### M1 wires

Bar = 10 um. Supply wires on this layer in gray.
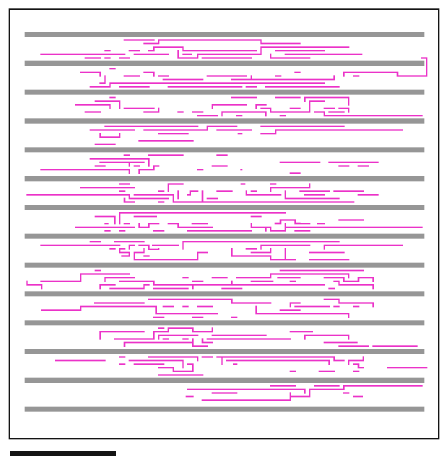
### Floorplan with the power grid

Pins as bars on the die edge.
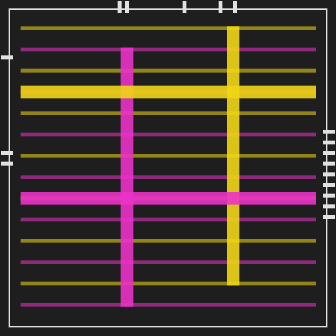
### The metal 3 layer

Bar = 10 um. Cells faint in the background.
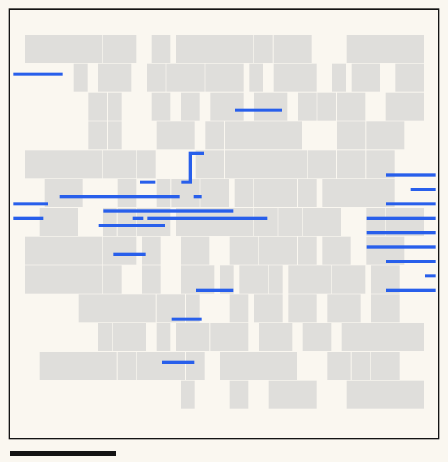
==> config.mk <==
export PLATFORM = sky130hd
export DESIGN_NAME = param_serializer
export DESIGN_NICKNAME = d
export VERILOG_FILES = /design/src/rtl/serializer_pkg.sv /design/src/rtl/ser_bit_counter.sv /design/src/rtl/param_serializer.sv
export SDC_FILE = /design/constraint.sdc
export NUM_CORES = 1
export LEC_CHECK = 0
export CORE_UTILIZATION = 46
export DETAILED_ROUTE_END_ITERATION = 16
export PLACE_DENSITY = 0.76
export SLEW_MARGIN = 25
export SYNTH_ARGS = -nofsm -noshare
export SYNTH_HDL_FRONTEND = slang
export SYNTH_SLANG_ARGS = --single-unit
==> constraint.sdc <==
create_clock -name clock -period 1.44 [get_ports clock]
set_input_delay 0.432 -clock clock [delete_from_list [all_inputs] [get_ports clock]]
set_output_delay 0.432 -clock clock [all_outputs]
set_load 0.03 [all_outputs]
==> src/rtl/serializer_pkg.sv <==
// Shared state type, counter sizing helper and width ceiling for the parametrised serializer.
package serializer_pkg;

    localparam int SER_MAX_WIDTH = 32;

    typedef enum logic {
        IDLE  = 1'b0,
        SHIFT = 1'b1
    } ser_state_t;

    // Wide enough to hold every position of a frame, parity bit included.
    function automatic int ser_cnt_w(input int width);
        return $clog2(width + 2);
    endfunction

endpackage

==> src/rtl/ser_bit_counter.sv <==
// Frame bit counter: clear restarts at 0, enable advances and wraps after position FL-1.
// Latency: count and last are registered and update on the edge that sees clear/enable.
// Backpressure: none of its own; enable low holds count and last indefinitely.
module ser_bit_counter
    import serializer_pkg::*;
#(
    parameter int FL    = 8,
    parameter int CNT_W = 4
) (
    input  logic clock,
    input  logic reset_n,
    input  logic clear,
    input  logic enable,
    output logic last
);

    localparam logic [CNT_W-1:0] TERM = CNT_W'(FL - 1);

    logic [CNT_W-1:0] count_q;

    // last is registered alongside the count so it lines up with the bit it marks.
    always_ff @(posedge clock) begin
        if (!reset_n) begin
            count_q <= '0;
            last    <= 1'b0;
        end else if (clear) begin
            count_q <= '0;
            last    <= (TERM == '0);
        end else if (enable) begin
            if (count_q == TERM) begin
                count_q <= '0;
                last    <= 1'b0;
            end else begin
                count_q <= count_q + 1'b1;
                last    <= ((count_q + 1'b1) == TERM);
            end
        end
    end

endmodule

==> src/rtl/param_serializer.sv <==
// Parallel word to serial bit stream with optional trailing parity bit (SERIALIZE_PARITY_EN).
// Latency: first bit valid from the load edge; back-to-back frames run with no idle gap.
// Backpressure: ser_ready low holds the current bit; load_ready opens only when idle or on a consumed last bit.
module param_serializer
    import serializer_pkg::*;
#(
    parameter int WIDTH      = 8,
    parameter int LSB_FIRST  = 0,
    parameter int PARITY_ODD = 0
) (
    input  logic             clock,
    input  logic             reset_n,
    input  logic [WIDTH-1:0] load_data,
    input  logic             load_valid,
    output logic             load_ready,
    output logic             ser_out,
    output logic             ser_valid,
    input  logic             ser_ready,
    output logic             ser_last,
    output logic             busy
);

    if (WIDTH < 2 || WIDTH > SER_MAX_WIDTH || LSB_FIRST < 0 || LSB_FIRST > 1 ||
        PARITY_ODD < 0 || PARITY_ODD > 1) begin : g_bad_cfg
        $error("param_serializer: illegal parameter set");
    end

`ifdef SERIALIZE_PARITY_EN
    localparam int FL = WIDTH + 1;
`else
    localparam int FL = WIDTH;
`endif
    localparam int CNT_W = ser_cnt_w(WIDTH);

    ser_state_t    state_q;
    logic [FL-1:0] sreg_q;
    logic [FL-1:0] sreg_shift;
    logic [FL-1:0] load_word;
    logic          load_fire;
    logic          bit_fire;

    function automatic logic head_bit(input logic [FL-1:0] v);
        return (LSB_FIRST != 0) ? v[0] : v[FL-1];
    endfunction

    // Parity rides at the far end of the register so it leaves after the data bits.
`ifdef SERIALIZE_PARITY_EN
    logic par_bit;
    assign par_bit   = (^load_data) ^ (PARITY_ODD != 0);
    assign load_word = (LSB_FIRST != 0) ? {par_bit, load_data} : {load_data, par_bit};
`else
    assign load_word = load_data;
`endif

    assign sreg_shift = (LSB_FIRST != 0) ? (sreg_q >> 1) : (sreg_q << 1);
    assign ser_out    = head_bit(sreg_q);
    assign bit_fire   = ser_valid && ser_ready;
    assign load_ready = reset_n && ((state_q == IDLE) || (ser_last && ser_ready));
    assign load_fire  = load_valid && load_ready;

    always_ff @(posedge clock) begin
        if (!reset_n) begin
            state_q   <= IDLE;
            sreg_q    <= '0;
            ser_valid <= 1'b0;
            busy      <= 1'b0;
        end else if (load_fire) begin
            state_q   <= SHIFT;
            sreg_q    <= load_word;
            ser_valid <= 1'b1;
            busy      <= 1'b1;
        end else if (bit_fire) begin
            sreg_q <= sreg_shift;
            if (ser_last) begin
                state_q   <= IDLE;
                ser_valid <= 1'b0;
                busy      <= 1'b0;
            end
        end
    end

    ser_bit_counter #(
        .FL   (FL),
        .CNT_W(CNT_W)
    ) u_bit_counter (
        .clock  (clock),
        .reset_n(reset_n),
        .clear  (load_fire),
        .enable (bit_fire),
        .last   (ser_last)
    );

endmodule
==> results.txt <==
Notes on the flow run.

- The run finished with clean final reports.
- For reference, the final report shows the hold violation count at 0.
- In the post-route analysis, the smallest setup slack over all paths is just under 0.009 ns.
- The final instance count without filler cells is between 100 and 150, for reference.
- The cell row count is 13, for reference.
- The ratio of total power to cell area is 841 nW/um^2, for reference.
- The async set or reset register ratio after synthesis is 0%, for reference.
- The part of the total power dissipated in sequential elements is just over 50%, for reference.
- Per the post-synthesis report, the nets total roughly 95.
- The standby leakage power is 0.373 nW, for reference.
- The cell sitting at the root of the clock tree is a sky130_fd_sc_hd__clkbuf_4.
- Timing analysis after detailed placement gives a worst setup slack of -0.484 ns.
- In the layout the commonest cells are 16 x sky130_fd_sc_hd__buf_4, 12 x sky130_fd_sc_hd__dfxtp_1, 10 x sky130_fd_sc_hd__nand2_1.
- Max fanout on the critical path was recorded as 2.
- The layout overhead on the synthesized area is 43.5%, for reference.
- The overall power is 0.819 mW, for reference.
- In this run the cell area of the synthesized design comes to 678 sq um.
- The launch instance of the worst register-to-register path is state_q$_SDFFE_PN0P_, for reference.
- The number of H-tree levels is 1, for reference.
- The DRC violation total after the first TritonRoute iteration is 13, for reference.
- The synthesized netlist cell count is a little over 80, for reference.
- The synthesis warning total is 0, for reference.
- Setup repair after global routing could not meet its margin everywhere.
- For this run, the top clock speed supported by timing is 0.699 GHz.
- Walking the worst path, the cells encountered are a21boi_4, nor2_4, buf_6.
- The pin closest to its max-slew limit shows a slew of 0.296 ns.
- The residual overflow from global routing is 0, for reference.
- Of the available clock period, the critical path in the final layout requires between 90 and 100%.
- The number of vias per cell is 6.00, for reference.
- The hold path startpoint is sreg_q[3]$_SDFFE_PN0P_, for reference.
- Final hold analysis gives a worst-case slack of between 0.4 and 0.5 ns.
- The total setup buffers inserted after CTS is 1, for reference.
- The number of sinks handled by clock tree synthesis is 14, for reference.
- The final report gives the standard cell area, fillers excluded, as between 900 and 1000 sq um.
- The placeable core area is ~1300 sq um, for reference.
- The detailed-routing iteration count for the pre-antenna-repair pass is 4, for reference.
- The first global-routing pass estimated 2670 um of wire.
- The number of standard cells reported by yosys is slightly above 80, for reference.
- The post-route minimum period is around 1.4 ns, for reference.
## Picture notes: 'M1 wires'
longest straight run	20.2 um
main direction	horizontal
share of all routed wire	46%
wire length on this layer	848 um
nets with wire on the layer	106
Global Route met1 Usage: 33.6%
DR vias: 738
DRT Wirelength: 1830 um

## Picture notes: 'Floorplan with the power grid'
net	color
VSS	magenta
VDD	yellow
signal pins	17
met5 straps	2
rows	13
met4 straps	2

## Picture notes: 'The metal 3 layer'
longest straight run	12.0 um
wire length on this layer	111 um
nets with wire on the layer	20
share of all routed wire	6.1%
main direction	horizontal

power by group through the flow:
stage / combinational (mW) / sequential, mW / clock, mW
CTS: 0.176 / 0.417 / 0.218
floorplan: 0.0734 / 0.434 / 0
finish: 0.183 / 0.418 / 0.218
detailed placement: 0.173 / 0.426 / 0
global placement: 0.169 / 0.425 / 0
global route: 0.195 / 0.420 / 0.236
cell type report:
cell class                      count  area, sq um
Timing Repair Buffer               29          248
Clock buffer                        3         22.5
Sequential cell                    14          283
Tap cell                           15         18.8
Fill cell                         111          360
Inverter                            3         12.5
Multi-Input combinational cell     59          389
registers in the layout (all words and copies together) (netlist names):
| register | flops |
|---|---|
| sreg_q | 8 |
| state_q | 1 |
| u_bit_counter.count_q | 4 |
| u_bit_counter.last | 1 |
layer usage:
layer	wire, um	up-vias	part of all wire [%]	GRT usage [%]
met1	848	338	46	33.6
met3	110	4	6.0	3.33
met5	0	-	0	0
met2	851	36	47	40.1
li1	-	360	-	-
met4	14	0	0.77	7.50
cell families after synthesis:
family | count (synthesis) | synth area share, %
simple gates | 33 | 23.1
compound gates | 21 | 22.9
flops | 14 | 41.3
buf+inv | 8 | 5.17
xor+xnor | 3 | 3.88
fa+ha+maj | 2 | 3.69
final timing paths:
check | endpoint | slack (ns) | cells after the start
worst max-delay path | load_ready | 0.009 | 3
worst min-delay path | sreg_q[3]$_SDFFE_PN0P_ | 0.49 | 2
worst max register to register | u_bit_counter.count_q[0]$_SDFFE_PP0P_ | 0.13 | 6
worst min register to register | sreg_q[3]$_SDFFE_PN0P_ | 0.49 | 2
critical path, delay by kind of cell, from the launching register on:
family                 cells  cell delay, ns
AOI/OAI and AO/OA          1            0.20
and+or+nand+nor            1            0.04
DFF                        1            0.35
buffers and inverters      1            0.13
No activity file was given, so power comes from the tool's default toggle rates.
